### src/rtl/sync_buffer_pkg.sv
// Shared types and constants for the sync buffer frame controller.
// State encoding, default minimum fval width and edge-detect latency.
package sync_buffer_pkg;

  typedef enum logic [1:0] {
    IDLE       = 2'd0,
    WAIT_END   = 2'd1,
    WAIT_START = 2'd2,
    ACTIVE     = 2'd3
  } state_t;

  localparam int DEF_MIN_FVAL_WIDTH = 3;
  localparam int EDGE_LAT = 2;

  function automatic int cnt_width(input int min_w);
    return $clog2(min_w + 1);
  endfunction

endpackage

### src/rtl/sync_buffer_fval_edge.sv
// Delay pipeline for fval/lval/data plus fval rise/fall detection.
// Ports: clk, rst, fval, lval, data in; fval_d1/d2, lval_d1, data_d1, rise, fall out.
module sync_buffer_fval_edge #(
  parameter int DW = 40
) (
  input  logic          clk,
  input  logic          rst,
  input  logic          fval,
  input  logic          lval,
  input  logic [DW-1:0] data,
  output logic          fval_d1,
  output logic          fval_d2,
  output logic          lval_d1,
  output logic [DW-1:0] data_d1,
  output logic          rise,
  output logic          fall
);

  // fval taps reset high: a sensor already mid-frame at reset release
  // must look like an ongoing frame, never like a fresh rising edge.
  always_ff @(posedge clk or posedge rst) begin
    if (rst) begin
      fval_d1 <= 1'b1;
      fval_d2 <= 1'b1;
      lval_d1 <= 1'b0;
      data_d1 <= '0;
    end else begin
      fval_d1 <= fval;
      fval_d2 <= fval_d1;
      lval_d1 <= lval;
      data_d1 <= data;
    end
  end

  assign rise = fval_d1 & ~fval_d2;
  assign fall = ~fval_d1 & fval_d2;

endmodule

### src/rtl/sync_buffer_frame_ctrl.sv
// Frame-boundary gate in front of the sensor sync buffer: whole frames only,
// per-frame shadows of pixel_format/test_image_sel, short-fval flagging.
// Ports: clk_sensor_pix, reset_sensor, sensor fval/lval/data, acq/stream enables,
// live registers in; gated fval/lval/data, shadows, frame state, width error out.
// Option SYNC_BUFFER_FRAME_CNT_EN adds ov_frame_cnt (output frame counter).
module sync_buffer_frame_ctrl
  import sync_buffer_pkg::*;
#(
  parameter int SENSOR_DAT_WIDTH = 10,
  parameter int CHANNEL_NUM      = 4,
  parameter int REG_WD           = 32,
  parameter int MIN_FVAL_WIDTH   = DEF_MIN_FVAL_WIDTH
) (
  input  logic                                  clk_sensor_pix,
  input  logic                                  reset_sensor,
  input  logic                                  i_fval,
  input  logic                                  i_lval,
  input  logic [SENSOR_DAT_WIDTH*CHANNEL_NUM-1:0] iv_pix_data,
  input  logic                                  i_acquisition_start,
  input  logic                                  i_stream_enable,
  input  logic [REG_WD-1:0]                     iv_pixel_format,
  input  logic                                  i_test_image_sel,
  output logic                                  o_fval,
  output logic                                  o_lval,
  output logic [SENSOR_DAT_WIDTH*CHANNEL_NUM-1:0] ov_pix_data,
  output logic [REG_WD-1:0]                     ov_pixel_format,
  output logic                                  o_test_image_sel,
  output logic                                  o_full_frame_state,
`ifdef SYNC_BUFFER_FRAME_CNT_EN
  output logic [15:0]                           ov_frame_cnt,
`endif
  output logic                                  o_fval_width_err
);

  localparam int DW = SENSOR_DAT_WIDTH * CHANNEL_NUM;
  localparam int CW = cnt_width(MIN_FVAL_WIDTH);
  localparam logic [CW-1:0] CNT_MAX = CW'(MIN_FVAL_WIDTH);

  logic          fval_d1;
  logic          fval_d2;
  logic          lval_d1;
  logic [DW-1:0] data_d1;
  logic          rise;
  logic          fall;

  sync_buffer_fval_edge #(.DW(DW)) u_edge (
    .clk     (clk_sensor_pix),
    .rst     (reset_sensor),
    .fval    (i_fval),
    .lval    (i_lval),
    .data    (iv_pix_data),
    .fval_d1 (fval_d1),
    .fval_d2 (fval_d2),
    .lval_d1 (lval_d1),
    .data_d1 (data_d1),
    .rise    (rise),
    .fall    (fall)
  );

  state_t        state;
  state_t        state_n;
  logic          enable;
  logic          start;
  logic          pass;
  logic          fval_nxt;
  logic [CW-1:0] cnt;

  assign enable = i_acquisition_start & i_stream_enable;

  // A frame starts only on a rise seen while armed and still enabled;
  // once started it runs to its fall regardless of enable.
  assign start = rise & enable &
                 ((state == WAIT_START) | (state == ACTIVE));
  assign pass  = start | ((state == ACTIVE) & fval_d2);
  assign fval_nxt = pass & fval_d1;

  always_ff @(posedge clk_sensor_pix or posedge reset_sensor) begin
    if (reset_sensor) state <= IDLE;
    else              state <= state_n;
  end

  always_comb begin
    state_n = state;
    unique case (state)
      IDLE: begin
        if (enable) state_n = fval_d1 ? WAIT_END : WAIT_START;
      end
      WAIT_END: begin
        if (!enable)   state_n = IDLE;
        else if (fall) state_n = WAIT_START;
      end
      WAIT_START: begin
        if (!enable)   state_n = IDLE;
        else if (rise) state_n = ACTIVE;
      end
      ACTIVE: begin
        // Leave only when not inside a running frame.
        if (!enable && !(fval_d1 && fval_d2)) state_n = IDLE;
      end
      default: state_n = IDLE;
    endcase
  end

  always_ff @(posedge clk_sensor_pix or posedge reset_sensor) begin
    if (reset_sensor) begin
      cnt <= '0;
    end else if (rise) begin
      cnt <= CW'(1);
    end else if (fval_d1 && cnt != CNT_MAX) begin
      cnt <= cnt + CW'(1);
    end
  end

  always_ff @(posedge clk_sensor_pix or posedge reset_sensor) begin
    if (reset_sensor) begin
      o_fval             <= 1'b0;
      o_lval             <= 1'b0;
      ov_pix_data        <= '0;
      o_full_frame_state <= 1'b0;
      ov_pixel_format    <= '0;
      o_test_image_sel   <= 1'b0;
      o_fval_width_err   <= 1'b0;
    end else begin
      o_fval             <= fval_nxt;
      o_lval             <= fval_nxt & lval_d1;
      ov_pix_data        <= fval_nxt ? data_d1 : '0;
      o_full_frame_state <= fval_nxt;
      o_fval_width_err   <= (state == ACTIVE) & fall &
                            (cnt < CNT_MAX);
      if (fval_nxt && !o_fval) begin
        ov_pixel_format  <= iv_pixel_format;
        o_test_image_sel <= i_test_image_sel;
      end
    end
  end

`ifdef SYNC_BUFFER_FRAME_CNT_EN
  always_ff @(posedge clk_sensor_pix or posedge reset_sensor) begin
    if (reset_sensor) begin
      ov_frame_cnt <= '0;
    end else if (state_n == IDLE && state != IDLE) begin
      ov_frame_cnt <= '0;
    end else if (fval_nxt && !o_fval) begin
      ov_frame_cnt <= ov_frame_cnt + 16'd1;
    end
  end
`endif

endmodule

### config.mk
export PLATFORM = sky130hd
export DESIGN_NAME = sync_buffer_frame_ctrl
export DESIGN_NICKNAME = d
export VERILOG_FILES = /design/src/rtl/sync_buffer_pkg.sv /design/src/rtl/sync_buffer_fval_edge.sv /design/src/rtl/sync_buffer_frame_ctrl.sv
export SDC_FILE = /design/constraint.sdc
export NUM_CORES = 1
export LEC_CHECK = 0
export CAP_MARGIN = 5
export CORE_UTILIZATION = 45
export DETAILED_ROUTE_END_ITERATION = 10
export PLACE_DENSITY = 0.94
export SKIP_CTS_REPAIR_TIMING = 1
export SYNTH_ARGS = -nofsm -noshare
export SYNTH_HDL_FRONTEND = slang
export SYNTH_SLANG_ARGS = --single-unit
### constraint.sdc
create_clock -name clk_sensor_pix -period 5.7 [get_ports clk_sensor_pix]
set_input_delay 0.57 -clock clk_sensor_pix [delete_from_list [all_inputs] [get_ports clk_sensor_pix]]
set_output_delay 0.57 -clock clk_sensor_pix [all_outputs]
set_load 0.005 [all_outputs]
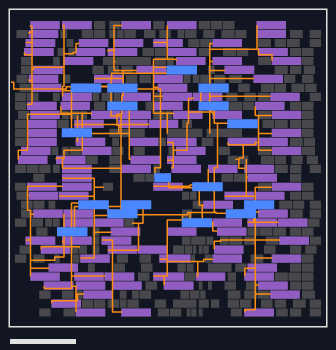
Figure 1: run 1, clock distribution.
Bar = 20 um.
orange -> clock wires  # length 1360 um
blue -> clock-net drivers  # count 17
purple -> flip-flops  # count 123
flops lie = widely spread

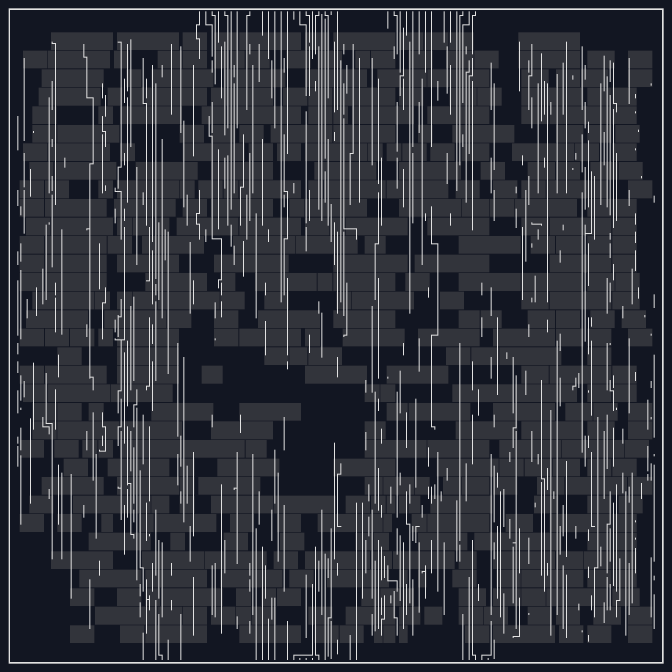
Figure 2: run 1, M2 wires.
main direction = vertical
longest straight run = 42.6 um
nets with wire on the layer = 425
share of all routed wire = 53%
wire length on this layer = 4380 um
met2 Usage GRT: 34.4%
final wirelength: 8280 um
total number of vias: 2373

==> results.toml, run 1 <==
# generated from flow reports
[run_status]
run_status = "completed"

[grt]
grt-ovfl-total = 0
grt_start_max_net_pins = 72
grtUsageMet1_pct = 20.9
grt_pass1_vias = 2546
top_usage_layer = "met2"
antenna_found_initial = 0
track_usage_pct = 19.7
grt_pass1_wl_um = 12700
grt_util_met3_pct = 9.25

[setup_path]
worst_path_largest_cell_delay_ns = 0.54
timing.rr.end = "ov_pixel_format[15]"
cp-startpoint = "o_full_frame_state"
crit_chain = "clkdlybuf4s50_1"
critical_path.slowest_cell = "clkdlybuf4s50_1"
cp.required_ns = 5.13
r2r_slack_ns = 3.78
crit_arrival_ns = 1.47
path_class = "flip-flop to output pin"
cp_max_fo = 3
worstSetupEndpoint = "o_full_frame_state"
endpoint_kind = "output pin"
critPathTopFamily = "buffers and inverters"
rr_worst_depth = 4
path_buffers = 1
r2r-start = "u_edge.fval_d1"
crit_cells = 1
startpoint_type = "flip-flop"

[clocking]
clock_latency_ns = 0.49
cts_inserted_buffers = 17
ctsLongestPathBuffers = 2
path_clk_slew_ns = 0.06
htree_levels = 4
clock-sinks = 123
cts_root_buf = "clkbuf_8"
cts_tree = "done"

[synth]
yosys-stat-area_um2 = 3950
syn_area_um2 = 3950
fa_ha_area_share_pct = 0.317
logic_family = "multiplexers"
ys_ff = 123
synth_stat.cells = 232
edf_count = 0
synth_cell_types = 24
synth-xor-area-share_pct = 0
avgSynthCellArea_um2 = 17.0
top_cell_area_share_pct = 76.7
synthArstFlopShare_pct = 100
ys_seq_share_pct = 78.0
ys_sh_simple_pct = 7.70
yosysWarnings = 0
synth-main-ff-cell = "dfrtp_1"
ys_sh_mux_pct = 9.41
yosys-top-cells-count = "dfrtp_1 (121), and2_1 (41), mux2_2 (27), mux2_1 (6)"
syn_nets = 312
area_leaders = "dfrtp_1 (77%), mux2_2 (7.7%), and2_1 (6.5%), mux2_1 (1.7%), dfstp_2 (1.3%)"
yosysMostFrequentCell = "dfrtp_1"
netlist_instances = 232
aoi_share_pct = 2.50
post-synth-top-area-cell = "dfrtp_1"

[floorplanning]
chip_area_um2 = 9150
fp_util_pct = 47.3
fp.dieH_um = 95.7
dieWidth_um = 95.7
taps = 105
io_pins = 156

[placed_design]
portBuffers = 155
dp_cells = 485
gp_congestion = 0.706
dpl.hpwl_um = 5700
place_ws_ns = 3.25

[cells_and_area]
nNetsFinal = 479
buffer_area_share_pct = 25.3
ff_count = 123
comb_area_um2 = 791
final_common_cell = "clkdlybuf4s50_1"
logic_gate_count = 95
n_all_buffers = 158
area.share.combinational_pct = 12.7
syn_to_final_growth_pct = 57.5
largest_registers = "ov_pix_data x40, u_edge.data_d1 x40, ov_pixel_format x32"
clk_share_pct = 10.0
seqCellArea_um2 = 3080
final_layout_top_logic_cells = "clkdlybuf4s50_1 (155), dfrtp_1 (121), and2_1 (41)"
final_util_pct = 74.6
clock_buffers = 17
diodes = 0
num-nonclk-inverters = 4
dominant-cell-class = "flip-flops and latches"
final_layout_size_suffix_gt1_share_pct = 16.5
nFillCells = 507

[routing]
antenna_left = 0
routed_via_density = 4.59
wl_met2_um = 4380
drcViolationCount = 0
first_pass_iters = 4
routedWlPerCell_um = 16.0
highest_layer = "met4"
wl_met3_um = 789
met1Wirelength_um = 3030
drtIter0Drc = 99

[timing]
setup_tns_ns = 0
hold_viol = 0
fin_crit_ns = 2.04
tightest_slew_ns = 0.826
worst_slack_ns = 3.66
fin_crit_sh_pct = 35.7
rsz0062_at_grt = "no"
worst_clock_skew_ns = 0.0105
finalMaxSlewViolations = 0
setup_viol = 0
fmax_mhz = 491
max_slew_margin_pct = 44.9

[hold_path]
hold_class = "flip-flop to flip-flop"
min_path_cells = 0
hold_start = "u_edge.fval_d1"
hold_path_end = "u_edge.fval_d2"

[job]
maxCapViolations = 0
warning_count = 26

[power_and_ir_drop]
vdd_ir_drop_max_mv = 0.247
p_per_area_nw_per_um2 = 388
leakage_nw = 2.75
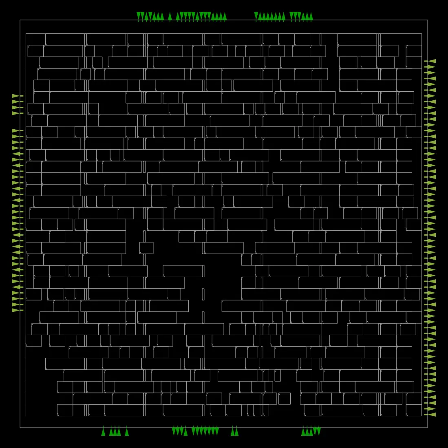
Figure 3: run 1, cell placement.
row count: 33
core area: 8340 um2
Post-Layout Cell Count: 517
Seq area share: 49.5%

-- run 1: power by group --
part	total [mW]	switching, mW	internal, mW
Sequential	1.01	0.0447	0.962
Combinational	0.299	0.0886	0.210
Clock	1.11	0.390	0.718
Total	2.41	0.524	1.89
-- run 1: per-stage QoR --
step | hold WS [ns] | instance area (um2) | power, mW
6_report | 0.431 | 6220 | 2.41
5_1_grt | 0.444 | 6220 | 2.53
4_1_cts | 0.432 | 6220 | 2.44
3_5_place_dp | 0.419 | 5590 | 1.32
3_3_place_gp | 0.418 | 5590 | 1.31
2_1_floorplan | 0.352 | 3950 | 1.11
-- run 1: worst register-to-register path, cell delays in order (launching register included) --
cell      delay, ns
dfstp_2        0.62
nand2_1        0.15
a211oi_4       0.22
buf_4          0.41
mux2_2         0.41
==> run 2: changes to the inputs <==
--- a/config.mk
+++ b/config.mk
@@ -6,9 +6,9 @@
 export NUM_CORES = 1
 export LEC_CHECK = 0
 export CAP_MARGIN = 5
-export CORE_UTILIZATION = 45
+export CORE_UTILIZATION = 43
 export DETAILED_ROUTE_END_ITERATION = 10
-export PLACE_DENSITY = 0.94
+export PLACE_DENSITY = 0.91
 export SKIP_CTS_REPAIR_TIMING = 1
 export SYNTH_ARGS = -nofsm -noshare
 export SYNTH_HDL_FRONTEND = slang
==> constraint.sdc (replaced) <==
create_clock -name clk_sensor_pix -period 2 [get_ports clk_sensor_pix]
set_input_delay 0.2 -clock clk_sensor_pix [delete_from_list [all_inputs] [get_ports clk_sensor_pix]]
set_output_delay 0.2 -clock clk_sensor_pix [all_outputs]
set_load 0.005 [all_outputs]
==> run 2 against run 1 <==
- the flow now finishes with violations (DRC)
- synthesized area unchanged
- clock power increased to 2.7 times the previous value
- power increased to 2.8 times the previous value
- synthesized cell count unchanged
- sequential share of layout area decreased by 0.19 points
- flip-flop count unchanged
- first-iteration DRC count increased by 30%
- clock-buffer cell count increased by 2
- critical path type is now flip-flop to flip-flop
- die size increased by 4.6%
- routed wire length decreased by 4.0%
- critical path depth increased by 3
- combinational power increased to 2.9 times the previous value
- largest cell class unchanged
==> results.toml, run 2 <==
# generated from flow reports
[power_and_ir_drop]
vdd_ir_drop_max_mv = 0.715
p_clk_share_pct = 44.8
p_int_mw = 5.29
total_power_mw = 6.76
pwr-share-seq_pct = 42.4
switching_share_pct = 21.8
power_switching_mw = 1.47

[grt]
grt_util_met2_pct = 30.7
grt_pass1_wl_um = 12900
grt-ovfl-total = 0
track_usage_pct = 18.0
grt_start_max_net_pins = 87

[routing]
met1Wirelength_um = 3050
routed_via_density = 4.63
routedWlPerCell_um = 15.3
first_pass_iters = 7
wl_met2_um = 4100
drcViolationCount = 30
antenna_left = 0
wl_met3_um = 734
vias = 2413

[clocking]
htree_levels = 4
clock-sinks = 123
cts_inserted_buffers = 17
clock_latency_ns = 0.49
cts_tree = "done"

[floorplanning]
fp.dieH_um = 97.8
chip_area_um2 = 9570
io_pins = 156
dieWidth_um = 97.8

[cells_and_area]
clock_buffers = 19
syn_to_final_growth_pct = 58.1
seqAreaFraction_pct = 49.3
final_layout_size_suffix_gt1_share_pct = 16.5
num-nonclk-inverters = 4
seqCellArea_um2 = 3080
area.share.combinational_pct = 12.7
final_area_um2 = 6240

[synth]
yosys-stat-area_um2 = 3950
synth-main-ff-cell = "dfrtp_1"
post-synth-top-area-cell = "dfrtp_1"
yosys-top-cells-count = "dfrtp_1 (121), and2_1 (41), mux2_2 (27), mux2_1 (6)"
ys_seq_share_pct = 78.0
synthArstFlopShare_pct = 100
edf_count = 0
syn_area_um2 = 3950

[setup_path]
endpoint_kind = "flip-flop"
r2r-start = "u_edge.fval_d1"
crit_chain = "nand2_1 -> a211oi_4 -> buf_12 -> mux2_2"
worstSetupEndpoint = "ov_pixel_format[15]"
crit_arrival_ns = 2.14
critical_path.slowest_cell = "dfstp_2"
critPathTopFamily = "flip-flops"
cp_max_fo = 33
worst_path_largest_cell_delay_ns = 0.61
cp.required_ns = 2.37

[timing]
finalMaxSlewViolations = 0
tightest_slew_ns = 0.461
setup_viol = 0
fin_crit_sh_pct = 88.2
fin_crit_ns = 1.76
setup_tns_ns = 0
hold_ws_ns = 0.113
max_slew_margin_pct = 69.2

[hold_path]
hold_start = "i_fval"
hold_path_end = "u_edge.fval_d1"

[placed_design]
place_ws_ns = 0.0416
placed_cell_area_um2 = 5640
dp_cells = 489
gp_congestion = 0.754

[run_status]
run_status = "complete, but fails checks"
violations = "DRC"

[job]
maxCapViolations = 0
==> run 2: power groups by stage <==
stage / clock network (mW) / logic (mW) / registers (mW)
2_1_floorplan: 0 / 0.262 / 2.90
3_3_place_gp: 0 / 0.838 / 2.90
3_5_place_dp: 0 / 0.878 / 2.91
4_1_cts: 3.10 / 0.880 / 2.87
5_1_grt: 3.22 / 0.936 / 2.90
6_report: 3.03 / 0.868 / 2.86
==> run 2: cells by family after synthesis <==
group,count (synthesis),share of synthesized area [%]
DFF,123,78.0
and+or+nand+nor,48,7.70
muxes,33,9.41
buffers and inverters,14,2.06
AOI/OAI and AO/OA,13,2.50
adders and majority gates,1,0.317
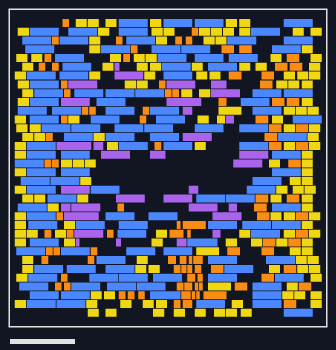
Figure 4: run 2, placement by cell class.
Bar = 20 um.
purple -> clock drivers and dummy loads  # cells 32
blue -> registers  # cells 123
yellow -> remaining buffers and delay cells  # cells 159
orange -> remaining logic cells  # cells 99

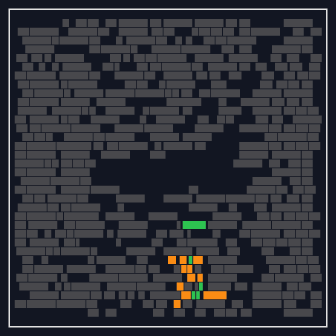
Figure 5: run 2, selected gate families.
green -> nand cells  # cells 5, where bottom middle
orange -> aoi and oai cells  # cells 11, where bottom middle

Power and IR drop assume default switching activity.
